`config.mk`:
```
export PLATFORM = sky130hd
export DESIGN_NAME = dsp_t1_sim_cfg_params
export DESIGN_NICKNAME = d
export VERILOG_FILES = /design/src/rtl/dsp_t1_pkg.sv /design/src/rtl/dsp_t1_postproc.sv /design/src/rtl/dsp_t1_sim_cfg_params.sv
export SDC_FILE = /design/constraint.sdc
export NUM_CORES = 1
export LEC_CHECK = 0
export CAP_MARGIN = 20
export CORE_MARGIN = 3
export CORE_UTILIZATION = 25
export CTS_CLUSTER_SIZE = 20
export DETAILED_ROUTE_END_ITERATION = 8
export PLACE_DENSITY = 0.51
export SYNTH_ARGS = -nofsm -noshare
export SYNTH_HDL_FRONTEND = slang
export SYNTH_SLANG_ARGS = --single-unit
```
`constraint.sdc`:
```
create_clock -name clock_i -period 27.1 [get_ports clock_i]
set_input_delay 5.42 -clock clock_i [delete_from_list [all_inputs] [get_ports clock_i]]
set_output_delay 5.42 -clock clock_i [all_outputs]
set_load 0.01 [all_outputs]
```
`src/rtl/dsp_t1_pkg.sv`:
```
// Shared widths, feedback encodings and output-select codes for the K6N10F DSP tile model.
package dsp_t1_pkg;

    localparam int unsigned NBITS_A   = 20;
    localparam int unsigned NBITS_B   = 18;
    localparam int unsigned NBITS_Z   = 38;
    localparam int unsigned NBITS_ACC = 64;

    typedef enum logic [2:0] {
        FB_ACC  = 3'd0,
        FB_ZERO = 3'd1,
        FB_FIR  = 3'd2
    } fb_e;

    localparam logic [2:0] OS_PROD     = 3'd0;
    localparam logic [2:0] OS_ACC      = 3'd1;
    localparam logic [2:0] OS_SUM      = 3'd2;
    localparam logic [2:0] OS_PROD_REG = 3'd3;
    localparam logic [2:0] OS_SUM_REG  = 3'd4;

    // Signed unless both operands are flagged unsigned.
    function automatic logic [NBITS_ACC-1:0] ext_z(input logic [NBITS_Z-1:0] v, input logic uns);
        return uns ? {{(NBITS_ACC-NBITS_Z){1'b0}}, v} : {{(NBITS_ACC-NBITS_Z){v[NBITS_Z-1]}}, v};
    endfunction

endpackage

```
`src/rtl/dsp_t1_postproc.sv`:
```
// Round, arithmetic/logical shift and optional saturation of a 64-bit value down to 38 bits.
module dsp_t1_postproc
    import dsp_t1_pkg::*;
#(
    parameter logic [5:0] SHIFT_RIGHT     = 6'h0,
    parameter logic       ROUND           = 1'b0,
    parameter logic       SATURATE_ENABLE = 1'b0
) (
    input  logic [NBITS_ACC-1:0] v_i,
    input  logic                 unsigned_i,
    output logic [NBITS_Z-1:0]   z_o
);

    localparam logic [NBITS_ACC-1:0] RoundInc =
        (ROUND && (SHIFT_RIGHT != 6'd0)) ? (64'd1 << (SHIFT_RIGHT - 6'd1)) : 64'd0;

    logic [NBITS_ACC-1:0] rounded;
    logic [NBITS_ACC-1:0] shifted;

    always_comb begin
        rounded = v_i + RoundInc;
        // Kept as separate assignments so the signed shift stays arithmetic.
        if (unsigned_i) begin
            shifted = rounded >> SHIFT_RIGHT;
        end else begin
            shifted = $signed(rounded) >>> SHIFT_RIGHT;
        end

        z_o = shifted[NBITS_Z-1:0];
        if (SATURATE_ENABLE) begin
            if (unsigned_i) begin
                if (|shifted[NBITS_ACC-1:NBITS_Z]) begin
                    z_o = {NBITS_Z{1'b1}};
                end
            end else if (!((&shifted[NBITS_ACC-1:NBITS_Z-1]) ||
                           !(|shifted[NBITS_ACC-1:NBITS_Z-1]))) begin
                z_o = shifted[NBITS_ACC-1] ? {1'b1, {(NBITS_Z-1){1'b0}}}
                                           : {1'b0, {(NBITS_Z-1){1'b1}}};
            end
        end
    end

endmodule

```
`src/rtl/dsp_t1_sim_cfg_params.sv`:
```
// 20x18 multiply feeding a 64-bit accumulator; post-processing fixed by parameters.
module dsp_t1_sim_cfg_params
    import dsp_t1_pkg::*;
#(
    parameter logic       REGISTER_INPUTS = 1'b0,
    parameter logic [2:0] OUTPUT_SELECT   = 3'h0,
    parameter logic       SATURATE_ENABLE = 1'b0,
    parameter logic [5:0] SHIFT_RIGHT     = 6'h0,
    parameter logic       ROUND           = 1'b0,
    parameter logic       SUBTRACT        = 1'b0
) (
    input  logic                 clock_i,
    input  logic                 reset_i,
    input  logic [NBITS_A-1:0]   a_i,
    input  logic [NBITS_B-1:0]   b_i,
    input  logic [5:0]           acc_fir_i,
    input  logic                 unsigned_a_i,
    input  logic                 unsigned_b_i,
    input  logic [2:0]           feedback_i,
    input  logic                 load_acc_i,
    output logic [NBITS_Z-1:0]   z_o,
    output logic [NBITS_B-1:0]   dly_b_o
);

    logic [NBITS_A-1:0]   a_q, a_s;
    logic [NBITS_B-1:0]   b_q, b_s;
    logic [5:0]           acc_fir_q, acc_fir_s;
    logic                 unsigned_a_q, unsigned_a_s;
    logic                 unsigned_b_q, unsigned_b_s;
    logic [2:0]           feedback_q, feedback_s;
    logic                 load_acc_q, load_acc_s;

    logic [NBITS_ACC-1:0] acc_q, acc_d;
    logic [NBITS_Z-1:0]   z_q, z_d;
    logic [NBITS_B-1:0]   dly_b_q;

    logic                 uns;
    logic [NBITS_Z-1:0]   a_ext38, b_ext38, prod38;
    logic [NBITS_ACC-1:0] a_ext64, prod_use, operand, sum;
    logic [NBITS_Z-1:0]   pp_acc, pp_sum;

    always_ff @(posedge clock_i or negedge reset_i) begin
        if (!reset_i) begin
            a_q          <= '0;
            b_q          <= '0;
            acc_fir_q    <= '0;
            unsigned_a_q <= 1'b0;
            unsigned_b_q <= 1'b0;
            feedback_q   <= '0;
            load_acc_q   <= 1'b0;
            acc_q        <= '0;
            z_q          <= '0;
            dly_b_q      <= '0;
        end else begin
            a_q          <= a_i;
            b_q          <= b_i;
            acc_fir_q    <= acc_fir_i;
            unsigned_a_q <= unsigned_a_i;
            unsigned_b_q <= unsigned_b_i;
            feedback_q   <= feedback_i;
            load_acc_q   <= load_acc_i;
            acc_q        <= acc_d;
            z_q          <= z_d;
            dly_b_q      <= b_i;
        end
    end

    always_comb begin
        a_s          = REGISTER_INPUTS ? a_q          : a_i;
        b_s          = REGISTER_INPUTS ? b_q          : b_i;
        acc_fir_s    = REGISTER_INPUTS ? acc_fir_q    : acc_fir_i;
        unsigned_a_s = REGISTER_INPUTS ? unsigned_a_q : unsigned_a_i;
        unsigned_b_s = REGISTER_INPUTS ? unsigned_b_q : unsigned_b_i;
        feedback_s   = REGISTER_INPUTS ? feedback_q   : feedback_i;
        load_acc_s   = REGISTER_INPUTS ? load_acc_q   : load_acc_i;
    end

    always_comb begin
        uns     = unsigned_a_s & unsigned_b_s;
        a_ext38 = uns ? {18'b0, a_s} : {{18{a_s[NBITS_A-1]}}, a_s};
        b_ext38 = uns ? {20'b0, b_s} : {{20{b_s[NBITS_B-1]}}, b_s};
        a_ext64 = uns ? {44'b0, a_s} : {{44{a_s[NBITS_A-1]}}, a_s};
        // Low 38 bits of a two's-complement product are sign-agnostic.
        prod38  = a_ext38 * b_ext38;

        prod_use = ext_z(prod38, uns);
        case (feedback_s)
            FB_ACC:  operand = acc_q;
            FB_FIR: begin
                operand  = a_ext64 << acc_fir_s;
                prod_use = '0;
            end
            default: operand = '0;
        endcase

        sum   = SUBTRACT ? (operand - prod_use) : (operand + prod_use);
        acc_d = load_acc_s ? sum : acc_q;
        z_d   = (OUTPUT_SELECT == OS_PROD_REG) ? prod38 : pp_sum;
    end

    dsp_t1_postproc #(
        .SHIFT_RIGHT     (SHIFT_RIGHT),
        .ROUND           (ROUND),
        .SATURATE_ENABLE (SATURATE_ENABLE)
    ) u_pp_acc (
        .v_i        (acc_q),
        .unsigned_i (uns),
        .z_o        (pp_acc)
    );

    dsp_t1_postproc #(
        .SHIFT_RIGHT     (SHIFT_RIGHT),
        .ROUND           (ROUND),
        .SATURATE_ENABLE (SATURATE_ENABLE)
    ) u_pp_sum (
        .v_i        (sum),
        .unsigned_i (uns),
        .z_o        (pp_sum)
    );

    always_comb begin
        case (OUTPUT_SELECT)
            OS_ACC:      z_o = pp_acc;
            OS_SUM:      z_o = pp_sum;
            OS_PROD_REG: z_o = z_q;
            OS_SUM_REG:  z_o = z_q;
            default:     z_o = prod38;
        endcase
    end

    assign dly_b_o = dly_b_q;

endmodule

```
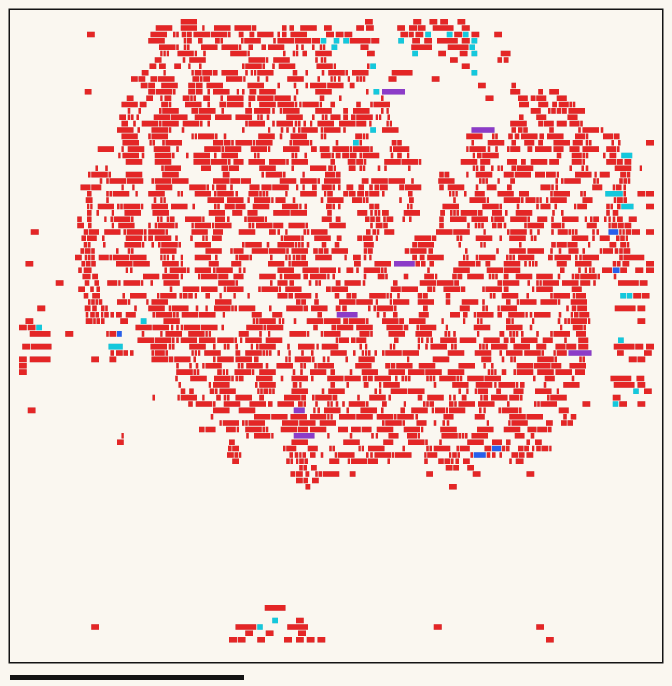
*Drive-strength map, run 1*
Bar = 100 um.
- drive 2: blue (cells 5; share 0.24%)
- drive 6 and up: purple (cells 7; share 0.34%)
- drive 3 to 4: cyan (cells 30; share 1.5%)
- drive 1 or less: red (cells 2000; share 98%)
post-route cell area: 20800 um^2
area added between synthesis and finish: 12.1%

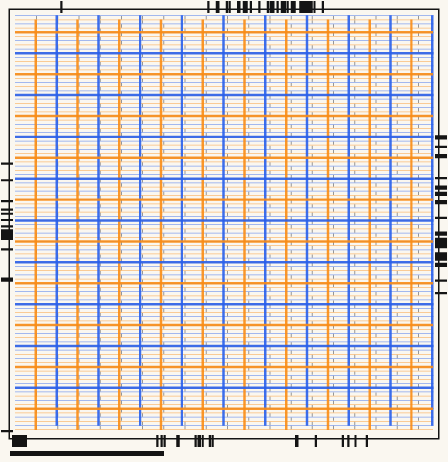
*Supply network, run 1*
Bar = 100 um. Pins as bars on the die edge. Tap cells in gray.
- VDD: blue
- VSS: orange
- signal pins: 108
- met5 straps: 19
- met1 rails: 100
- met4 straps: 20
- tap cells: 959

==> out/notes.md, run 1 <==
The floorplan utilization came out at 25.3%. The most numerous cell type found on the critical path is fa_1. From the final report, the count of setup violators was given as 0. Post-route clock period utilization: 74.0%. The I/O pin count came out at 108.

The logs give a warning total of 37. The synthesized netlist contains 48 unique library cells. Clock-pin transition on the worst setup and hold timing paths: 100 ps. The count of buffers not belonging to the clock network in the layout was 126.

The largest individual stage delay along the critical path comes from the cell fa_1. The sequential share of cell area was 2.17%; the number of well-tap cells placed was 959. The final layout report lists a filler cell count of 7749. The most critical hold endpoint after final layout shows a slack of 5530 ps.

The register with the most flip-flops in the layout has 18 of them. In this run the clock root is driven by a clkbuf_16. The worst setup path is captured at an output pin.

The synthesis log from Yosys contains 0 warnings. The maximum single-stage delay on the critical path came out at 690 ps. Count of flip-flops with a built-in enable after synthesis: 0.

The actual slew at the worst max-slew pin is 1140 ps, and the post-synthesis cell count is 1992. Library cell with the largest summed area after synthesis: fa_1. The run gives 20040 ps for the final critical delay including setup and external delays. Type of the worst min-delay path: input pin to asynchronous set/reset pin. TritonCTS built the clock tree. Non-clock inverters in the final layout number 567. The synthesized netlist occupies a cell area of 18500 um^2. The number of I/O port buffers is 97, and the peak clock frequency supported by timing is 49.9 MHz. Per the synthesis report, the single largest cell type by area occupies 53.0% of cell area. Among all flip-flop cells after synthesis, the most frequent one is dfrtp_1.

Clock tree synthesis found a total of 18 sinks. Yosys reports that the most numerous cell types are 567 x inv_1, 491 x fa_1, 237 x nand2_1, 177 x and2_1, 160 x ha_1. The run gives 0.898 for the final weighted congestion in routability-driven placement. The run finished with clean final reports.

With the data required time of the critical path at 21680 ps, the largest net degree at the start of global routing is 29. The portion of the post-synthesis area used by sequential elements is 2.43%.

The clock network takes up 0.427% of total cell area after layout. The clock buffers instantiated in the layout total 4.

Summing all flip-flop and latch instances after layout gives 450 um^2. For the via count of the first global-routing pass, the log shows 14800. The count of instantiated cells in the yosys netlist came out at 1992. For this run, the script counts the antenna cells in the layout as 0. The final hold violation count recorded for this run is 0. For the total negative slack, the log shows 0 ps.

Tracing the worst setup path back leads to its startpoint at unsigned_b_i. The multi-input combinational cells in the finished layout cover a total of 15700 um^2. After synthesis, the chip area reported by Yosys is 18500 um^2. By area, the class that comes first in the final layout consists of combinational gates.

The synthesis stat section lists a flop and latch total of 18. Setup repair after global routing left no endpoint under its margin.

The placed wire-length estimate after detailed placement was 44200 um; the count of nets left with antenna violations after detail routing was 0. The first detailed-routing pass took 5 iterations. TritonRoute reported its final design rule violation total as 0. The post-cts resize count is 0.

The initial antenna violation count was 1; the die span in x was 278 um. Per the OpenROAD floorplan log, the area of the die is 77500 um^2. The setup path with the least slack is of type input pin to output pin.

Clock tree synthesis inserted a total of 3 buffers. The synthesis report lists the most area-consuming cells as fa_1 53%, inv_1 11%, ha_1 11%. Per the final report, the share of cell area in non-clock buffers is 6.01%. Recorded from the global router log, the overflow total was 0.
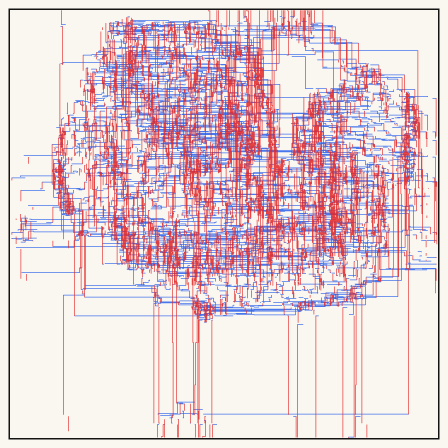
*Routed metal, one color a layer, run 1*
Only two layers are drawn.
- met1: blue (wire length 23.1 mm)
- met2: red (wire length 26.4 mm)
overall track demand over capacity in global routing: 14.1%
average routed wire per standard cell: 17.5 um
total via count after detailed routing: 12900
routed wire length: 52500 um

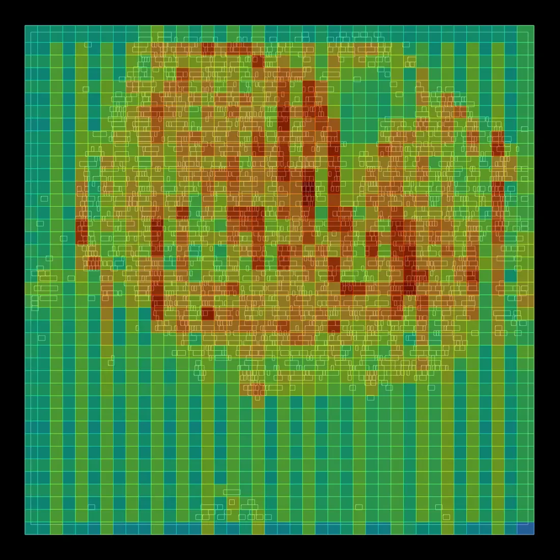
*Routing congestion, run 1*
final core area utilization: 28.4%
met3 capacity usage during global routing: 1.74%
Most Crowded Layer GR: met2
met1 layer usage reported by global route: 18.9%

[run 1: through the flow]
| stage | setup WS, ps | area [um^2] | instances | util (%) |
|---|---|---|---|---|
| floorplan | 9410 | 18500 | 1992 | - |
| global placement | 6920 | 20600 | 2994 | 28.2 |
| detailed placement | 6880 | 20600 | 2995 | 28.2 |
| CTS | 6850 | 20700 | 2999 | 28.3 |
| global route | 6630 | 20800 | 3001 | 28.4 |
| finish | 7060 | 20800 | 3001 | 28.4 |
[run 1: worst max path at each step]
stage	end	cells past startpoint
final	z_o[37]	30
after detailed placement	z_o[37]	30
after floorplan	z_o[32]	27
after CTS	z_o[37]	30
after global routing	z_o[37]	30
after global placement	z_o[37]	30
[run 1: cells by family after synthesis]
family	Yosys count	share of synthesized area, %
adder cells (fa/ha/maj)	654	64.0
buffers and inverters	647	13.1
AND/OR/NAND/NOR	499	13.2
AND-OR/OR-AND	98	3.68
XOR/XNOR	76	3.59
flip-flops	18	2.43
[run 1: critical path: cells and delay by family]
| family | cells | cell delay, ps |
|---|---|---|
| AND-OR/OR-AND | 4 | 1340 |
| XOR/XNOR | 1 | 170 |
| adder cells (fa/ha/maj) | 9 | 4650 |
| buffers and inverters | 10 | 1990 |
| AND/OR/NAND/NOR | 6 | 1040 |
[run 1: layer usage]
metal,wire length [um],global-route usage (%),vias to the layer above
met2,26400,24.8,270
met3,2130,1.74,45
li1,-,-,5773
met1,23100,18.9,6802
met4,786,2.17,0
met5,0,0,-
[run 1: cells in the final DEF, fill, tap and decap left out, types with 18 or more instances in the layout]
cell and count:
fa_1 491, and2_1 177, xnor2_1 60, inv_1 567, clkdlybuf4s50_1 97, nand2_1 237
a21oi_1 29, buf_4 26, ha_1 160, dfrtp_1 18, nor2_1 31
### The metal 4 layer, run 1

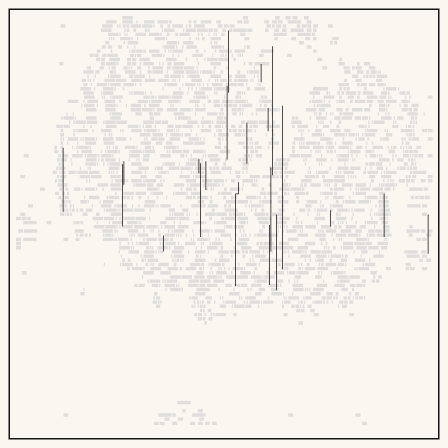

==> run 1 -> run 2 <==
Clock period 27.1 ns to 20.4 ns, I/O delays scaled along.
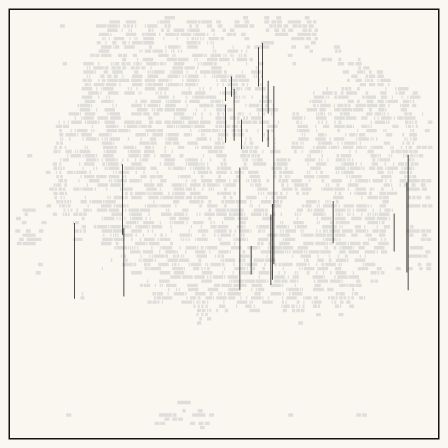
*The metal 4 layer, run 2*
- longest straight run: 116 um
- main direction: vertical
routed wire length: 52200 um
total via count after detailed routing: 12800

==> out/notes.md, run 2 <==
The flip-flop count of the largest register after layout works out to 18 (unchanged). Type of the setup path with the least slack: input pin to output pin (unchanged). The distinct cell type count after synthesis was 48 (unchanged); the total number of nets in the final design was 2746 (unchanged). Type of the worst min-delay path: input pin to asynchronous set/reset pin (unchanged). For the number of design rule violations left after detail routing, the log shows 0 (unchanged). The tools report the I/O pin count as 108 (unchanged). Cell types occupying the most area after synthesis: fa_1 53%, inv_1 11%, ha_1 11% (unchanged). The run gives 0% (unchanged) for the multiplexer fraction of the synthesized cell area. The initial antenna violation count was 2 (was 1); the largest net degree at the start of global routing was 29 (unchanged). The dominant cell type by count on the critical path is fa_1 (unchanged). The tools report the buffer type at the clock tree root as clkbuf_16 (unchanged).

The prevailing logic family in the synthesized netlist was adder cells (unchanged). The number of I/O port buffers came out at 97 (unchanged). The count of hold buffers inserted by post-cts repair was 0 (unchanged); the top cell type's share of synthesized area was 53.0% (unchanged). The number of buffers created by CTS was 3 (unchanged); the final weighted congestion in routability-driven placement was 0.894 (was 0.898). The clock-pin transition on the worst setup and hold timing paths is 110 ps (was 100 ps), and the filler cell count in the final layout is 7751 (was 7749).

The tools report the number of warnings issued by yosys as 0 (unchanged). The tool warning count came out at 37 (unchanged). The wire length per cell after detailed routing came out at 17.4 um (was 17.5 um). Most instantiated logic cells after routing: 567 x inv_1, 491 x fa_1, 237 x nand2_1 (unchanged). The run gives 4.28 (was 4.30) for the detailed-route vias per instance.

The run finished with clean final reports. The run gives 278 um (unchanged) for the die span in x. The peak clock frequency supported by timing is 57.6 MHz. The post-synthesis async set-or-reset flop share is 100% (unchanged), and the total routing resource utilization after global routing is 14.1% (about the same). The area fraction in compound gates after synthesis came out at 3.68% (unchanged). The cell at the slowest stage of the critical path was fa_1 (unchanged). Floorplan utilization: 25.3% (unchanged). For the post-synthesis cell count, the log shows 1992 (unchanged).

The data required time of the critical path was 16320 ps (was 21680 ps). The number of clock sinks is 18 (unchanged), and the placed wire-length estimate after detailed placement is 44100 um (was 44200 um). The most used logic cell in the final layout is inv_1 (unchanged). The worst-case clock buffer depth was 2 (unchanged). The overflow left after global routing came out at 0 (unchanged). Commonest cells in the synthesized netlist: 567 x inv_1, 491 x fa_1, 237 x nand2_1, 177 x and2_1, 160 x ha_1 (unchanged). The critical path launch point type is an input pin (unchanged). The run gives 64.0% (unchanged) for the adder-cell area share of the yosys netlist. The die boundary height was 278 um (unchanged). The tools report the worst slack on hold paths as 4200 ps (was 5530 ps). Post-synthesis cell area: 18500 um^2 (unchanged). TritonCTS built the clock tree. The number of setup buffers added after CTS was 0 (unchanged); the count of nets left with antenna violations after detail routing was 0 (unchanged). The run gives 18 (unchanged) for the count of state elements after synthesis. Setup repair after global routing left no endpoint under its margin.

The post-synthesis share of cell area spent on and, or, nand and nor gates is 13.2% (unchanged), and the via count of the first global-routing pass is 14700 (was 14800). The run gives 0 (unchanged) as the final number of setup-violating endpoints. Actual slew at the worst max-slew pin: 1190 ps (was 1140 ps). The most common cell in the synthesized netlist was inv_1 (unchanged).

With the row count at 99 (unchanged), the area growth from synthesis to layout is 12.0% (was 12.1%). For the count of instantiated cells in the yosys netlist, the log shows 1992 (unchanged). Wire length of the first global-routing pass: 85100 um (was 85000 um).

The most common flop cell mapped by yosys is dfrtp_1 (unchanged). The count of final hold-check violations was 0 (unchanged); the iteration count of the initial detailed-routing pass was 5 (unchanged). The run gives 0 (unchanged) for the post-cts resize count.

Library cell with the largest summed area after synthesis: fa_1 (unchanged). The run gives 85.1% for the post-route clock period utilization. The count of flip-flops with a built-in enable after synthesis is 0 (unchanged), and the share of the synthesized netlist area taken by xor and xnor gates is 3.59% (unchanged). The tools report the total negative slack as 0 ps (unchanged). The tools report the total of max-cap violations as 0 (unchanged).

The smallest clock period supported by the final layout is computed as 17360 ps. The run gives 2.43% (unchanged) as the portion of the post-synthesis area used by sequential elements. The tools report the endpoint kind of the worst setup timing path as an output pin (unchanged). The logs give 561 (was 517) for the initial DRC count and 18500 um^2 (unchanged) for the chip area line of the yosys report.

Maximum single-stage delay on the critical path: 710 ps (was 690 ps). The run gives 1 (unchanged) as the number of H-tree branching levels. The floorplan die area was 77500 um^2 (unchanged). The run gives 2.06% (unchanged) for the share of final-layout standard cells stronger than drive strength 1.
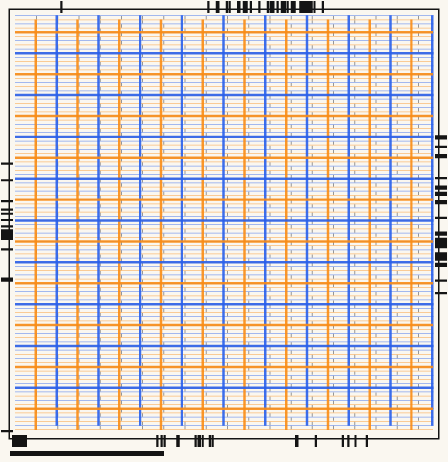
*Supply network, run 2*
Bar = 100 um. Pins as bars on the die edge. Tap cells in gray.
- VSS: orange
- VDD: blue
- tap cells: 959
- rows: 99
- met5 straps: 19

## run 2: stage by stage
step | std cells | setup WS (ps) | utilization, % | cell area [um^2]
floorplan | 1992 | 5390 | - | 18500
global placement | 2995 | 2910 | 28.2 | 20600
detailed placement | 2996 | 2870 | 28.2 | 20600
CTS | 3000 | 2820 | 28.3 | 20700
global route | 3001 | 2480 | 28.4 | 20800
finish | 3003 | 3040 | 28.4 | 20800
## run 2: final timing paths
kind	start	endpoint	cells after the start	slack [ps]
hold / removal	reset_i	dly_b_o[12]	2	4200
min in group clock_i	b_i[12]	dly_b_o[12]	1	4220
max in group asynchronous	reset_i	dly_b_o[4]	2	15870
setup / recovery	unsigned_a_i	z_o[37]	30	3040
## run 2: metal layers
metal  vias to the layer above  GRT usage (%)  part of all wire [%]
met1                      6706           18.8                    43
met4                         2           2.46                   1.7
met5                         -              0                 0.025
li1                       5782              -                     -
met2                       301           24.4                    50
met3                        47           2.26                   5.3
## run 2: cell type report
cell class                      count  area (um^2)  share of cell area, %
Tap cell                          959         1200                   5.78
Sequential cell                    18          450                   2.17
Timing Repair Buffer              126         1230                   5.92
Inverter                          567         2130                   10.2
Clock buffer                        4         88.8                  0.428
Multi-Input combinational cell   1327        15700                   75.4
Antenna cell                        2         5.00                 0.0241
## run 2: worst max-delay path, delay by kind of cell
| kind | cells | cell delay, ps |
|---|---|---|
| adder cells (fa/ha/maj) | 9 | 4700 |
| buffers and inverters | 10 | 1960 |
| AND-OR/OR-AND | 4 | 1270 |
| AND/OR/NAND/NOR | 6 | 1080 |
| XOR/XNOR | 1 | 180 |
